## src/rtl/id_num_serial_tx.sv

```systemverilog
// id_num_serial_tx: UART-style framed, LSB-first serial transmitter for a captured ID word.
// Define PARITY_EN to insert an even-parity bit between the data and stop bits.
module id_num_serial_tx #(
  parameter int DATA_W    = 20,
  parameter int BIT_TICKS = 4,
  parameter int STOP_BITS = 1
) (
  input  logic              clk,
  input  logic              clear,
  input  logic              start,
  input  logic [DATA_W-1:0] id_num,
  output logic              tx_out,
  output logic              busy,
  output logic              done
);
  localparam int TW = $clog2(BIT_TICKS + 1);
  localparam int BW = $clog2(DATA_W + 1);
  typedef enum logic [2:0] {IDLE, START, DATA, PARITY, STOP} state_t;
  state_t state_q, state_d;
  logic [TW-1:0] tick_q, tick_d;
  logic [BW-1:0] bit_q, bit_d;
  logic [DATA_W-1:0] shreg_q, shreg_d;
  logic tx_q, tx_d, busy_q, busy_d, done_q, done_d, last_tick, last_bit, last_stop;
`ifdef PARITY_EN
  localparam state_t DATA_NEXT = PARITY;
  logic par_q, par_d;
  assign par_d = (state_q == IDLE && start) ? ^id_num : par_q;
  always_ff @(posedge clk or posedge clear)
    if (clear) par_q <= 1'b0;
    else par_q <= par_d;
`else
  localparam state_t DATA_NEXT = STOP;
`endif
  always_comb begin
    state_d   = state_q;
    tick_d    = tick_q + 1'b1;
    bit_d     = bit_q;
    shreg_d   = shreg_q;
    done_d    = 1'b0;
    last_tick = tick_q == TW'(BIT_TICKS - 1);
    last_bit  = bit_q == BW'(DATA_W - 1);
    last_stop = bit_q == BW'(STOP_BITS - 1);
    case (state_q)
      IDLE: begin
        tick_d = '0;
        bit_d  = '0;
        if (start) begin
          state_d = START;
          shreg_d = id_num;
        end
      end
      START: if (last_tick) begin
        state_d = DATA;
        tick_d  = '0;
      end
      DATA: if (last_tick) begin
        tick_d  = '0;
        shreg_d = shreg_q >> 1;
        bit_d   = last_bit ? '0 : bit_q + 1'b1;
        state_d = last_bit ? DATA_NEXT : DATA;
      end
`ifdef PARITY_EN
      PARITY: if (last_tick) begin
        state_d = STOP;
        tick_d  = '0;
      end
`endif
      STOP: if (last_tick) begin
        tick_d  = '0;
        bit_d   = last_stop ? '0 : bit_q + 1'b1;
        state_d = last_stop ? IDLE : STOP;
        done_d  = last_stop;
      end
      default: state_d = IDLE;
    endcase
    // outputs are registered, so they are derived from the state being entered
    tx_d = (state_d == START) ? 1'b0 :
           (state_d == DATA) ? shreg_d[0] :
`ifdef PARITY_EN
           (state_d == PARITY) ? par_q :
`endif
           1'b1;
    busy_d = state_d != IDLE;
  end
  always_ff @(posedge clk or posedge clear)
    if (clear) begin
      state_q <= IDLE;
      tick_q  <= '0;
      bit_q   <= '0;
      shreg_q <= '0;
      tx_q    <= 1'b1;
      busy_q  <= 1'b0;
      done_q  <= 1'b0;
    end else begin
      state_q <= state_d;
      tick_q  <= tick_d;
      bit_q   <= bit_d;
      shreg_q <= shreg_d;
      tx_q    <= tx_d;
      busy_q  <= busy_d;
      done_q  <= done_d;
    end
  assign tx_out = tx_q;
  assign busy   = busy_q;
  assign done   = done_q;
endmodule
```

## config.mk

```make
export PLATFORM = sky130hd
export DESIGN_NAME = id_num_serial_tx
export DESIGN_NICKNAME = d
export VERILOG_FILES = /design/src/rtl/id_num_serial_tx.sv
export SDC_FILE = /design/constraint.sdc
export NUM_CORES = 1
export LEC_CHECK = 0
export CAP_MARGIN = 20
export CORE_ASPECT_RATIO = 2
export CORE_UTILIZATION = 28
export CTS_CLUSTER_SIZE = 30
export DETAILED_ROUTE_END_ITERATION = 12
export PLACE_DENSITY = 0.51
export SYNTH_ARGS = -nofsm -noshare
export SYNTH_HDL_FRONTEND = slang
export SYNTH_SLANG_ARGS = --single-unit
```

## constraint.sdc

```tcl
create_clock -name clk -period 2.4 [get_ports clk]
set_input_delay 0.24 -clock clk [delete_from_list [all_inputs] [get_ports clk]]
set_output_delay 0.24 -clock clk [all_outputs]
set_load 0.01 [all_outputs]
```

Figure 1. Metal layers overlaid (run 1).
Drawn at 4 px/um.
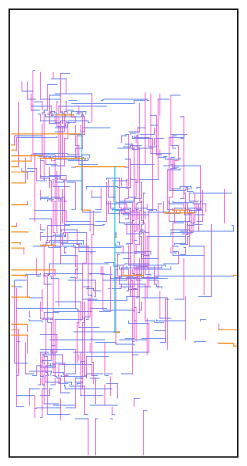
[orange] met3 | wire length: 145 um
[magenta] met2 | wire length: 1870 um
[cyan] met4 | wire length: 60.5 um
[blue] met1 | wire length: 1430 um
Total GRT Usage: 11.9%
routed vias: 1300
wire length per cell after detailed routing: 14.4 um

Figure 2. Port wiring (run 1).
Drawn at 4 px/um.
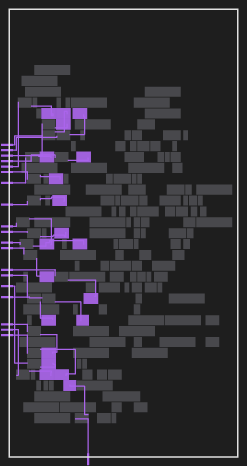
[purple] id_num | direction: input | edge: 19 left, 1 bottom | end cells: 20 | wire: 372 um
IO Port Bufs: 25
I/O pins: 26

Figure 3. Register map, names as in the netlist (run 1).
Drawn at 3 px/um. Other sequential cells in the stronger gray, the rest of the logic in the fainter gray.
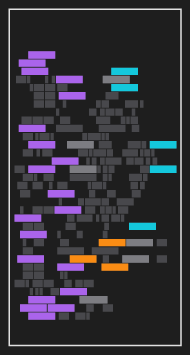
[cyan] bit_q | sequential cells: 5
[orange] state_q | sequential cells: 3
[purple] shreg_q | sequential cells: 20
not colored: 6
register area: 852 um^2
fin util: 37.2%
flop share of the area: 39.8%

==> metrics.csv, run 1 <==
metric;value;unit
run status;finished, violations left;
failing checks;design-rule violations;
Final Total Pwr;2.31;mW
Seq share, synth;50.7;%
crit path DRT;2.55;ns
top area contributor share;49.1;%
Final period util;90.6;%
Critical R2R Capture;shreg_q[9];
synthesis area per yosys;1680;um^2
fraction of registers with async set or reset after synthesis;100;%
xor/xnor share;0.521;%
Synth top cells by count;dfrtp_1 (33), inv_1 (26), a222oi_1 (17);
GR Overflow Total;0;
postcts setup bufs;0;
VDD IR-drop max;0.000560;V
clk slew on worst S/H paths;0.05;ns
Synth Area in Adders;4.47;%
Post-DP HPWL;2590;um
biggest area cells;dfrtp_1 (49%), a222oi_1 (10%), inv_1 (5.8%);
Commonest Layout Cell;dfrtp_1;
most common logic cells in the final layout;dfrtp_1 (33), inv_1 (26), clkdlybuf4s50_1 (25);
final setup violation count;0;
# H-tree levels;2;
Netlist cell types;38;
RD Place Congestion;0.842;
Power Density;1080;nW/um^2
R2R Path Start;tick_q[0];
simple-gate share of the synthesized area;11.5;%
Mux cell area share;1.19;%
Worst Max-Slew Pin Slew;0.974;ns
Initial DRC Count;66;
beginning of the critical path;tick_q[0];
Pleak;0.991;nW
number of global-route vias before repair;1332;
setup slack after layout;0.225;ns
Dominant flop cell;dfrtp_1;
Hold Path Class;input pin to async pin;
Mapped Area;1680;um^2
# DRC;2;
minimum clock period;2.18;ns
global-route wire length before repair;5960;um
Critical Path Sink Type;register;
slew margin rel.;34.7;%
Max Fclk;460;MHz
CTS resizes;0;
die area;6330;um^2
max-slew violation count;0;
pre-CTS setup slack;0.228;ns
post-DR vias/cell;5.35;
-- run 1: routing by layer --
metal  global-route usage [%]  routed length, um  up-vias
li1                         -                  -      627
met1                     13.4               1420      627
met2                     21.6               1870       41
met3                     1.97                145        5
met4                     4.88                 60        0
met5                        0                  0        -
-- run 1: critical path, cell delays in order (launching register included) --
cell	delay, ns
dfrtp_1	0.35
ha_1	0.19
ha_1	0.32
mux2i_1	0.11
or3_1	0.61
a222oi_1	0.39
inv_1	0.08
-- run 1: per-stage QoR --
step	instance area, um^2	util, %	std cells
finish	2140	37.2	243
global route	2140	37.2	243
CTS	2140	37.2	243
detailed placement	2000	34.7	235
global placement	2000	34.7	235
floorplan	1680	-	154
-- run 1: power by group --
group          total [mW]  leakage, nW  switching, mW  internal (mW)
Clock               0.629       0.0712          0.216          0.413
Sequential          0.954        0.431          0.159          0.795
Combinational       0.732        0.489          0.367          0.365
Total                2.31        0.991          0.742           1.57
-- run 1: worst min path at each step --
stage | endpoint | start | slack [ns]
2_1_floorplan | shreg_q[18] | id_num[18] | 0.36
5_1_grt | shreg_q[0] | clear | 0.42
6_report | shreg_q[0] | clear | 0.36
3_3_place_gp | tick_q[0] | tick_q[0] | 0.43
3_5_place_dp | tick_q[0] | tick_q[0] | 0.46
4_1_cts | shreg_q[0] | clear | 0.38
-- run 1: final cells by class --
class	instances	area [um^2]
Inverter	26	97.6
Clock buffer	8	146
Sequential cell	34	852
Timing Repair Buffer	28	273
Fill cell	584	3620
Multi-Input combinational cell	86	697
Tap cell	61	76.3
-- run 1: flip-flops by register name, summed over array words and instances, names as in the netlist --
signal	count
bit_q	5
shreg_q	20
busy	1
state_q	3
tick_q	3
done	1
tx_out	1
==> run 2, diff against run 1 <==
==> constraint.sdc (replaced) <==
create_clock -name clk -period 2.4 [get_ports clk]
set_input_delay 0.24 -clock clk [delete_from_list [all_inputs] [get_ports clk]]
set_output_delay 0.24 -clock clk [all_outputs]
set_load 0.02 [all_outputs]
==> run 2 against run 1 <==
  * The run still ends with design-rule violations left
  * Die size is the same
  * Hold slack is the same
  * Clock power is essentially flat
==> metrics.csv, run 2 <==
metric;value;unit;change
run status;finished, violations left;;unchanged
failing checks;design-rule violations;;unchanged
post-DR vias/cell;5.35;;unchanged
Seq share, synth;50.7;%;unchanged
# DRC;2;;unchanged
Worst Max-Slew Pin Slew;0.974;ns;unchanged
Pleak;0.991;nW;unchanged
top area contributor share;49.1;%;unchanged
Critical R2R Capture;shreg_q[9];;unchanged
Dominant flop cell;dfrtp_1;;unchanged
Final period util;90.6;%;unchanged
P_comb;743;uW;was 732 uW
Largest register FFs;20;;unchanged
Reg with most FFs;shreg_q;;unchanged
slew margin rel.;34.7;%;unchanged
synthesis area per yosys;1680;um^2;unchanged
global-route wire length before repair;5960;um;unchanged
I/O pins;26;;unchanged
fraction of registers with async set or reset after synthesis;100;%;unchanged
crit path DRT;2.55;ns;about the same
-- run 2: layout make-up --
cell class | count | area (um^2) | share of cell area, %
Clock buffer | 8 | 146 | 6.83
Inverter | 26 | 97.6 | 4.56
Multi-Input combinational cell | 86 | 697 | 32.5
Sequential cell | 34 | 852 | 39.8
Tap cell | 61 | 76.3 | 3.56
Timing Repair Buffer | 28 | 273 | 12.7
-- run 2: cells by family after synthesis --
logic type	after synthesis
DFF	34
buffers and inverters	34
xor gates and xnor gates	1
and+or+nand+nor	32
AOI/OAI and AO/OA	45
muxes	2
adders and majority gates	6
-- run 2: worst max-delay path by stage --
stage	start	endpoint	slack, ns
3_3_place_gp	tick_q[0]	shreg_q[12]	0.28
2_1_floorplan	tick_q[0]	shreg_q[12]	0.60
4_1_cts	tick_q[0]	shreg_q[3]	0.22
3_5_place_dp	tick_q[0]	shreg_q[7]	0.23
6_report	tick_q[0]	shreg_q[9]	0.22
5_1_grt	tick_q[0]	shreg_q[9]	0.006
-- run 2: through the flow --
step / setup slack, ns / instance area [um^2] / hold slack, ns
floorplan: 0.598 / 1680 / 0.359
CTS: 0.224 / 2140 / 0.379
global placement: 0.277 / 2000 / 0.427
detailed placement: 0.228 / 2000 / 0.459
finish: 0.225 / 2140 / 0.360
global route: 0.00624 / 2140 / 0.419
-- run 2: worst max-delay path, stage by stage, from the launching register on --
cell and delay, ns:
dfrtp_1 0.35, ha_1 0.19, ha_1 0.32, mux2i_1 0.11, or3_1 0.61, a222oi_1 0.39, inv_1 0.08
-- run 2: layer usage --
metal	up-vias	track usage, %	wire [um]
met1	627	13.4	1420
li1	627	-	-
met4	0	4.88	60
met3	5	1.97	145
met2	41	21.6	1870
met5	-	0	0
Figure 4. Pin map (run 2).
Drawn at 3 px/um. Pins as bars across the die edge, other pins in gray.
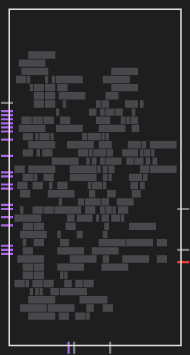
[red] busy | pins: 1 | direction: output | edge: right
[purple] id_num | pins: 20 | direction: input | edge: 19 left, 1 bottom
die height: 112 um
Die Width: 56.8 um

Figure 5. Register map, names as in the netlist (run 2).
Drawn at 3 px/um. Other sequential cells in the stronger gray, the rest of the logic in the fainter gray.
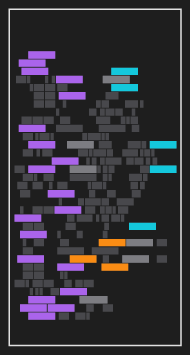
[orange] state_q | sequential cells: 3
[purple] shreg_q | sequential cells: 20
[cyan] bit_q | sequential cells: 5
Sequential Power: 954 uW

No activity file was given, so power comes from the tool's default toggle rates.
